**src/rtl/serial_adder.sv**
```systemverilog
// Multi-cycle add/subtract of WIDTH-bit operands through a DIGIT-bit slice, N=WIDTH/DIGIT RUN cycles; SERADD_OVF_EN adds ovf.
// Latency: done/s/co N edges after start is accepted; start is only taken in IDLE or DONE and ignored while busy.
module serial_adder #(
   parameter int WIDTH = 8,
   parameter int DIGIT = 1
) (
   input  logic             ck,
   input  logic             rst,
   input  logic             start,
   input  logic             sub,
   input  logic [WIDTH-1:0] a,
   input  logic [WIDTH-1:0] b,
   input  logic             ci,
   output logic             busy,
   output logic             done,
   output logic [WIDTH-1:0] s,
   output logic             co
`ifdef SERADD_OVF_EN
   ,
   output logic             ovf
`endif
);

   localparam int N  = WIDTH / DIGIT;
   localparam int CW = (N > 1) ? $clog2(N) : 1;

   typedef enum logic [1:0] {IDLE, RUN, DONE} state_t;

   state_t                 state_q, state_d;
   logic [WIDTH-1:0]       opa_q, opa_d;
   logic [WIDTH-1:0]       opb_q, opb_d;
   logic [WIDTH-1:0]       acc_q, acc_d;
   logic [WIDTH-1:0]       s_q, s_d;
   logic                   carry_q, carry_d;
   logic                   co_q, co_d;
   logic [CW-1:0]          cnt_q, cnt_d;
   logic [DIGIT:0]         dsum;
   logic [WIDTH+DIGIT-1:0] shift_in;
   logic                   last;
`ifdef SERADD_OVF_EN
   logic                   ovf_q, ovf_d;
   logic                   msb_cin;
`endif

   always_comb begin
      dsum     = {1'b0, opa_q[DIGIT-1:0]} + {1'b0, opb_q[DIGIT-1:0]} + {{DIGIT{1'b0}}, carry_q};
      shift_in = {dsum[DIGIT-1:0], acc_q};
      last     = (cnt_q == CW'(N - 1));
`ifdef SERADD_OVF_EN
      // Carry into the MSB is recovered from the MSB's own sum bit in the final digit.
      msb_cin  = opa_q[DIGIT-1] ^ opb_q[DIGIT-1] ^ dsum[DIGIT-1];
      ovf_d    = ovf_q;
`endif
      state_d  = state_q;
      opa_d    = opa_q;
      opb_d    = opb_q;
      acc_d    = acc_q;
      s_d      = s_q;
      carry_d  = carry_q;
      co_d     = co_q;
      cnt_d    = cnt_q;

      case (state_q)
         IDLE, DONE: begin
            if (start) begin
               opa_d   = a;
               opb_d   = sub ? ~b : b;
               carry_d = ci ^ sub;
               cnt_d   = '0;
               state_d = RUN;
            end else begin
               state_d = IDLE;
            end
         end
         RUN: begin
            opa_d   = opa_q >> DIGIT;
            opb_d   = opb_q >> DIGIT;
            acc_d   = shift_in[WIDTH+DIGIT-1:DIGIT];
            carry_d = dsum[DIGIT];
            cnt_d   = cnt_q + CW'(1);
            if (last) begin
               s_d     = shift_in[WIDTH+DIGIT-1:DIGIT];
               co_d    = dsum[DIGIT];
`ifdef SERADD_OVF_EN
               ovf_d   = msb_cin ^ dsum[DIGIT];
`endif
               state_d = DONE;
            end
         end
         default: state_d = IDLE;
      endcase
   end

   always_ff @(posedge ck or negedge rst) begin
      if (!rst) begin
         state_q <= IDLE;
         opa_q   <= '0;
         opb_q   <= '0;
         acc_q   <= '0;
         s_q     <= '0;
         carry_q <= 1'b0;
         co_q    <= 1'b0;
         cnt_q   <= '0;
`ifdef SERADD_OVF_EN
         ovf_q   <= 1'b0;
`endif
      end else begin
         state_q <= state_d;
         opa_q   <= opa_d;
         opb_q   <= opb_d;
         acc_q   <= acc_d;
         s_q     <= s_d;
         carry_q <= carry_d;
         co_q    <= co_d;
         cnt_q   <= cnt_d;
`ifdef SERADD_OVF_EN
         ovf_q   <= ovf_d;
`endif
      end
   end

   assign busy = (state_q == RUN);
   assign done = (state_q == DONE);
   assign s    = s_q;
   assign co   = co_q;
`ifdef SERADD_OVF_EN
   assign ovf  = ovf_q;
`endif

endmodule

```
**config.mk**
```make
export PLATFORM = sky130hd
export DESIGN_NAME = serial_adder
export DESIGN_NICKNAME = d
export VERILOG_FILES = /design/src/rtl/serial_adder.sv
export SDC_FILE = /design/constraint.sdc
export NUM_CORES = 1
export LEC_CHECK = 0
export ABC_CLOCK_PERIOD_IN_PS = 4110
export CORE_MARGIN = 5
export CORE_UTILIZATION = 55
export DETAILED_ROUTE_END_ITERATION = 8
export PLACE_DENSITY = 0.84
export SLEW_MARGIN = 20
export SYNTH_ARGS = -nofsm -noshare
export SYNTH_HDL_FRONTEND = slang
export SYNTH_SLANG_ARGS = --single-unit
```
**constraint.sdc**
```tcl
create_clock -name ck -period 4.11 [get_ports ck]
set_clock_uncertainty 0.2 [all_clocks]
set_input_delay 0.411 -clock ck [delete_from_list [all_inputs] [get_ports ck]]
set_output_delay 0.411 -clock ck [all_outputs]
set_load 0.03 [all_outputs]
```
==> deck_impl_summary.md, run 1 <==
Key Metrics from the Run

Outcome
  – Status: complete, no violations

Logic synthesis
  – Synth Register Bits: 38
  – Synth mux share: 13.26%
  – Adders+Majority by Area: 2.653%
  – Flip-flops with a built-in enable: 0
  – Simple share: 5.306%
  – Yosys chip area: 0.001698 sq mm
  – # Cells Yosys: 118
  – Largest type area fraction: 56.01%
  – Post-synthesis cell count: 118
  – Ys Warns: 0
  – XOR Share, Synth: 4.643%
  – Most frequent cell after synthesis: dfrtp_1
  – Syn Area/Cell: about 14 sq um
  – Commonest cells in the synthesized netlist: dfrtp_1 (38), a22o_1 (11), mux2_4 (9)

Worst setup path
  – Crit-path max FO: 29
  – R2R Path End: cnt_q[0]$_DFFE_PN0P_
  – Critical Path Sink Type: output pin
  – Delay-heaviest family, CP: buffers and inverters
  – CP Cell Sequence: nor2b_4, buf_4, clkdlybuf4s50_1
  – Critical Path RT: 3.50 ns
  – Crit path arrival time: about 2 ns
  – R2r setup slk: 2.07 ns
  – Setup CP Type: reg -> out
  – Reg-to-reg startpoint: state_q[0]$_DFFE_PN0P_
  – Crit start category: register
  – CP endpoint: busy
  – CP peak stage delay: roughly 0.75 ns

Global routing
  – Largest net degree at the start of global routing: 39
  – GRT Residual Overflow: 0
  – M1 GR Usage: 19.96%
  – Initial antenna violation count: 0
  – Met3 usage: 3.932%
  – Met2 usage: 27.05%
  – Vias in the first global route: 1112
  – Gr busiest metal: met2

STA
  – Fin Hold WS: 0.2894 ns
  – Final-report hold violation count: 0
  – Minimum clock period: 2.608 ns
  – Relative slew slack: a little under half
  – Worst-Margin Slew: 0.8125 ns
  – Setup Total Neg Slack: 0 ns

Worst hold path
  – Worst hold start: opa_q[4]$_DFFE_PN0P_
  – Hold depth: 1

Pwr
  – Pwr Total: ~0.0016 W
  – VDD IR-drop max: roughly 340 uV
  – PwrDens: 780.5 mW/mm^2
  – Seq pwr share: between 40% and 50%
  – Leakage: 0.9806 nW
  – P_int: 0.001022 W
  – Sw power: 0.0005860 W

Layout
  – Top cell category: flip-flops and latches
  – Non-clock buffer count: 33
  – Highest-count logic cell in the final layout: dfrtp_1
  – Fin util: 68.58%
  – Clock network share of area: 3.098%
  – Sequential Area: 950.9 sq um
  – Layout cells sized above 1: between 10% and 20%
  – Multi-input combinational area share: 32.69%

Routing
  – DR iter-0 viols: 43
  – ANT nets after route: 0
  – Top Layer Used: met4
  – Initial DRT Pass Iterations: 4
  – Met1 wire length: 1357 um

Die
  – Std-Cell Rows: 20
  – Core ar.: 0.003003 sq mm
  – Die Ht: around 66 um
  – Floorplan Utilization: 56.54%

Clock network
  – Setup bufs post-CTS: 0
  – TritonCTS Buffers: 5
  – CTS clk-pin slew, worst paths: around 0.11 ns
  – CTS tree: done

Placed design
  – IO buf count: 31
  – Pre-CTS WS: roughly 1.6 ns
  – Placed insts: approximately 180
  – Placed Area: 0.001986 sq mm
  – Routability cong.: a little over 0.7

Run
  – Max-cap viol count: 0
  – Tool warnings: 26
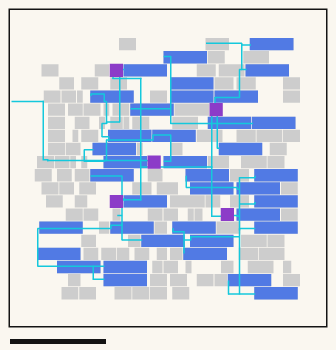
run_1/clk_routes.png
Scale bar: 20 um.
Key: cyan = clock wires [length 412 um]; blue = flip-flops [count 38]; purple = clock drivers [count 5]
There are 6 routed clock nets.
Clk. pwr: 0.000201 W
Clock power frac: 12.5%
Clk Latency, worst-skew pair: 0.33 ns

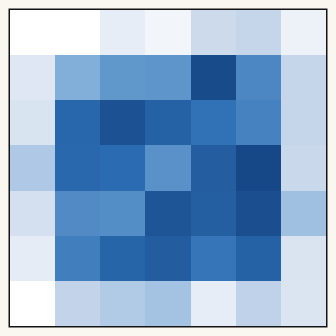
run_1/cell_density.png
The die is cut into 7 by 7 equal tiles; white is low, dark blue is high, 0 to 100% covered.
The densest ninth of the die: middle. 6.1% of the tiles are nearly empty. The mean over all tiles is 47%. The emptiest ninth of the die: top left. 29% of the tiles are over 75% full.

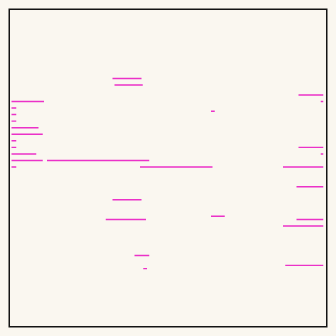
run_1/layer_met3.png
24 nets have wire on it. The wires run mostly horizontal. The layer carries 144 um of wire.

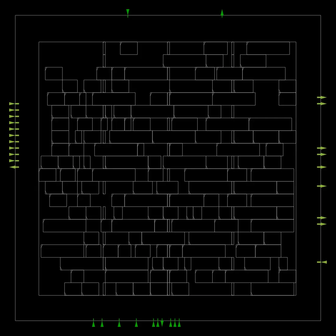
run_1/placement.png
FILL cells: 224
n_taps: 33
Seq area share: 46.17%
Layout Cells excl Fill: 184

run_1/io_placement.png
Pins as bars across the die edge, other pins in grey.
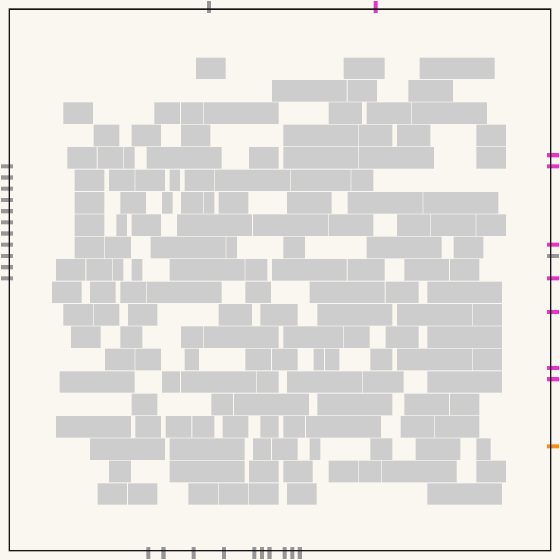

==> run 2: changes to the inputs <==
--- a/config.mk
+++ b/config.mk
@@ -5,11 +5,11 @@
 export SDC_FILE = /design/constraint.sdc
 export NUM_CORES = 1
 export LEC_CHECK = 0
-export ABC_CLOCK_PERIOD_IN_PS = 4110
+export ABC_CLOCK_PERIOD_IN_PS = 2660
 export CORE_MARGIN = 5
-export CORE_UTILIZATION = 55
+export CORE_UTILIZATION = 51
 export DETAILED_ROUTE_END_ITERATION = 8
-export PLACE_DENSITY = 0.84
+export PLACE_DENSITY = 0.78
 export SLEW_MARGIN = 20
 export SYNTH_ARGS = -nofsm -noshare
 export SYNTH_HDL_FRONTEND = slang
==> constraint.sdc (replaced) <==
create_clock -name ck -period 2.66 [get_ports ck]
set_clock_uncertainty 0.2 [all_clocks]
set_input_delay 0.266 -clock ck [delete_from_list [all_inputs] [get_ports ck]]
set_output_delay 0.266 -clock ck [all_outputs]
set_load 0.03 [all_outputs]
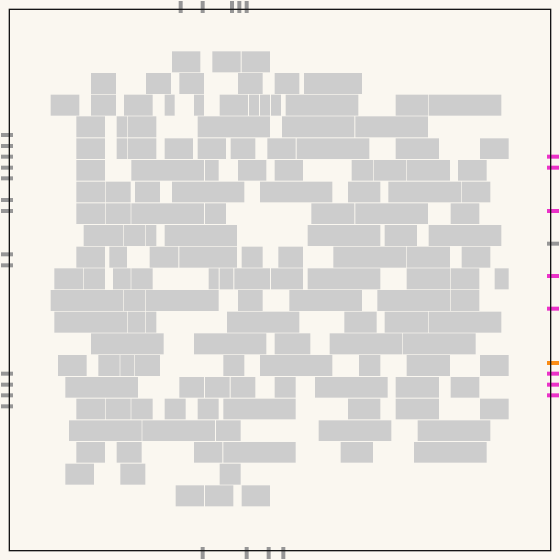
run_2/io_placement.png
Pins as bars across the die edge, other pins in grey.
Key: orange = `rst` [pins 1, direction input, edge right]; magenta = `s` [pins 8, direction output, edge right]
IO buf count: 31
Die Ht: 67.70 um
die width: 67.70 um

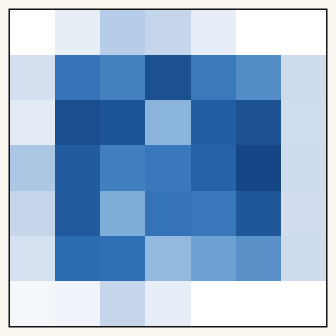
run_2/cell_density.png
The die is cut into 7 by 7 equal tiles; white is low, dark blue is high, 0 to 100% covered.
The mean over all tiles is 44%. The densest ninth of the die: middle. 22% of the tiles are over 75% full. The fullest tile reaches 91%.

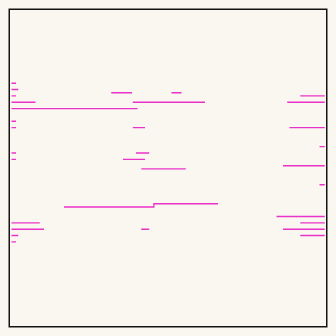
run_2/layer_met3.png
The longest straight run is 26.7 um. The layer carries 184 um of wire.

==> run 2 against run 1 <==
  * Synthesized cell count stayed put
  * First-iteration DRC count is 26% higher
  * Die area grew 6.6%
  * Largest power group unchanged
  * Non-clock buffer count rose by 1
  * Setup slack worse by 0.91 ns
  * Critical path depth is 1 lower
  * Largest cell class unchanged
  * Global-route usage fell by 1.7 points
  * Utilization shrank 5.6 points
  * Sequential share of layout area is 0.17 points lower
  * Design area grew 0.36%
  * Wire length is 5.8% lower
==> deck_impl_summary.md, run 2 <==
Key Metrics from the Run

Worst setup path
  – R2R Path End: cnt_q[0]$_DFFE_PN0P_
  – R2r setup slk: 0.94 ns
  – Crit-path max FO: 4
  – Crit path arrival time: 1.60 ns
  – Reg-to-reg startpoint: state_q[0]$_DFFE_PN0P_
  – CP endpoint: done
  – CP Cell Sequence: and2b_1, clkdlybuf4s50_1
  – Crit start category: register
  – CP peak stage delay: 0.66 ns
  – Setup CP Type: reg -> out
  – Critical Path Sink Type: output pin
  – Delay-heaviest family, CP: buffers and inverters
  – Critical Path RT: 2.19 ns

Placed design
  – Placed insts: 189
  – Routability cong.: 0.7141
  – Pre-CTS WS: 0.5433 ns
  – Placed Area: 0.002009 sq mm

Layout
  – Seq area share: 46.00%
  – Sequential Area: 950.9 sq um
  – Non-clock buffer count: 34
  – Highest-count logic cell in the final layout: dfrtp_1
  – Top cell category: flip-flops and latches
  – Registers: 38
  – Ant. Diodes: 0
  – Non-clock inverter total of the final layout: 2
  – Clock network share of area: 2.300%
  – Layout Cells excl Fill: just under 200
  – Multi-input combinational area share: between 30% and 40%
  – Layout area overhead: 21.74%
  – FILL cells: 273
  – Layout cells sized above 1: between 10% and 20%
  – Fin util: 62.93%

Pwr
  – Pwr Total: around 0.0024 W
  – Leading power group: combinational cells
  – Clk. pwr: 0.000274 W
  – Seq power: about 0.0010 W
  – Sw power: 0.0008849 W
  – P_int: 0.001553 W
  – Clock power frac: 11.3%
  – PwrDens: 1179 mW/mm^2
  – VDD IR-drop max: 706.2 uV
  – Leakage: a little under 1 nW
  – Seq pwr share: 42.2%

Run
  – Tool warnings: 26
  – Max-cap viol count: 0

Global routing
  – GRT Residual Overflow: 0
  – Vias in the first global route: 1043
  – First-pass GRT wire length: between 4000 and 5000 um
  – Gr busiest metal: met2
  – Met3 usage: 6.656%
  – M1 GR Usage: 18.95%
  – Met2 usage: roughly 22%
  – Largest net degree at the start of global routing: 39
  – Initial antenna violation count: 0

Logic synthesis
  – Most frequent cell after synthesis: dfrtp_1
  – Flip-flops with a built-in enable: 0
  – Synth mux share: 13.26%
  – Ys Warns: 0
  – Simple share: roughly 5.3%
  – Commonest cells in the synthesized netlist: dfrtp_1 (38), a22o_1 (11), mux2_4 (9)
  – Synth Register Bits: 38
  – Async SR Flop Fraction: 100.0%
  – Netlist cell types: 24
  – Syn Area/Cell: 14.39 sq um
  – Adders+Majority by Area: 2.653%
  – Post-synthesis cell count: 118
  – # Cells Yosys: 118
  – Yosys chip area: 0.001698 sq mm
  – Largest type area fraction: 56.01%
  – XOR Share, Synth: under 10%

Die
  – Floorplan Utilization: 51.70%
  – Std-Cell Rows: 21
  – N_taps: 46
  – Core ar.: 0.003284 sq mm

Clock network
  – TritonCTS Buffers: 5
  – CTS tree: done
  – Clock root cell: clkbuf_4
  – Setup bufs post-CTS: 0
  – CTS clk-pin slew, worst paths: approximately 0.1 ns
  – Clk Latency, worst-skew pair: around 0.34 ns
  – Hold buffers post-CTS: 1

STA
  – Final-report hold violation count: 0
  – Minimum clock period: between 2 and 2.5 ns
  – Relative slew slack: 46.21%
  – Setup Total Neg Slack: 0 ns
  – Final worst path period share: 77.72%
  – Fin Hold WS: 0.2911 ns
  – Worst-Margin Slew: around 0.81 ns

Routing
  – ANT nets after route: 0
  – DR iter-0 viols: 54
  – Met1 wire length: 1300 um
  – Initial DRT Pass Iterations: 4
  – Top Layer Used: met4
  – Detail Route met3 WL: 184 um

Worst hold path
  – Worst hold path type: reg -> reg
  – Hold depth: 1
  – Worst hold start: opa_q[4]$_DFFE_PN0P_

Outcome
  – Status: complete, no violations
Power is estimated from default activity; no workload was simulated.
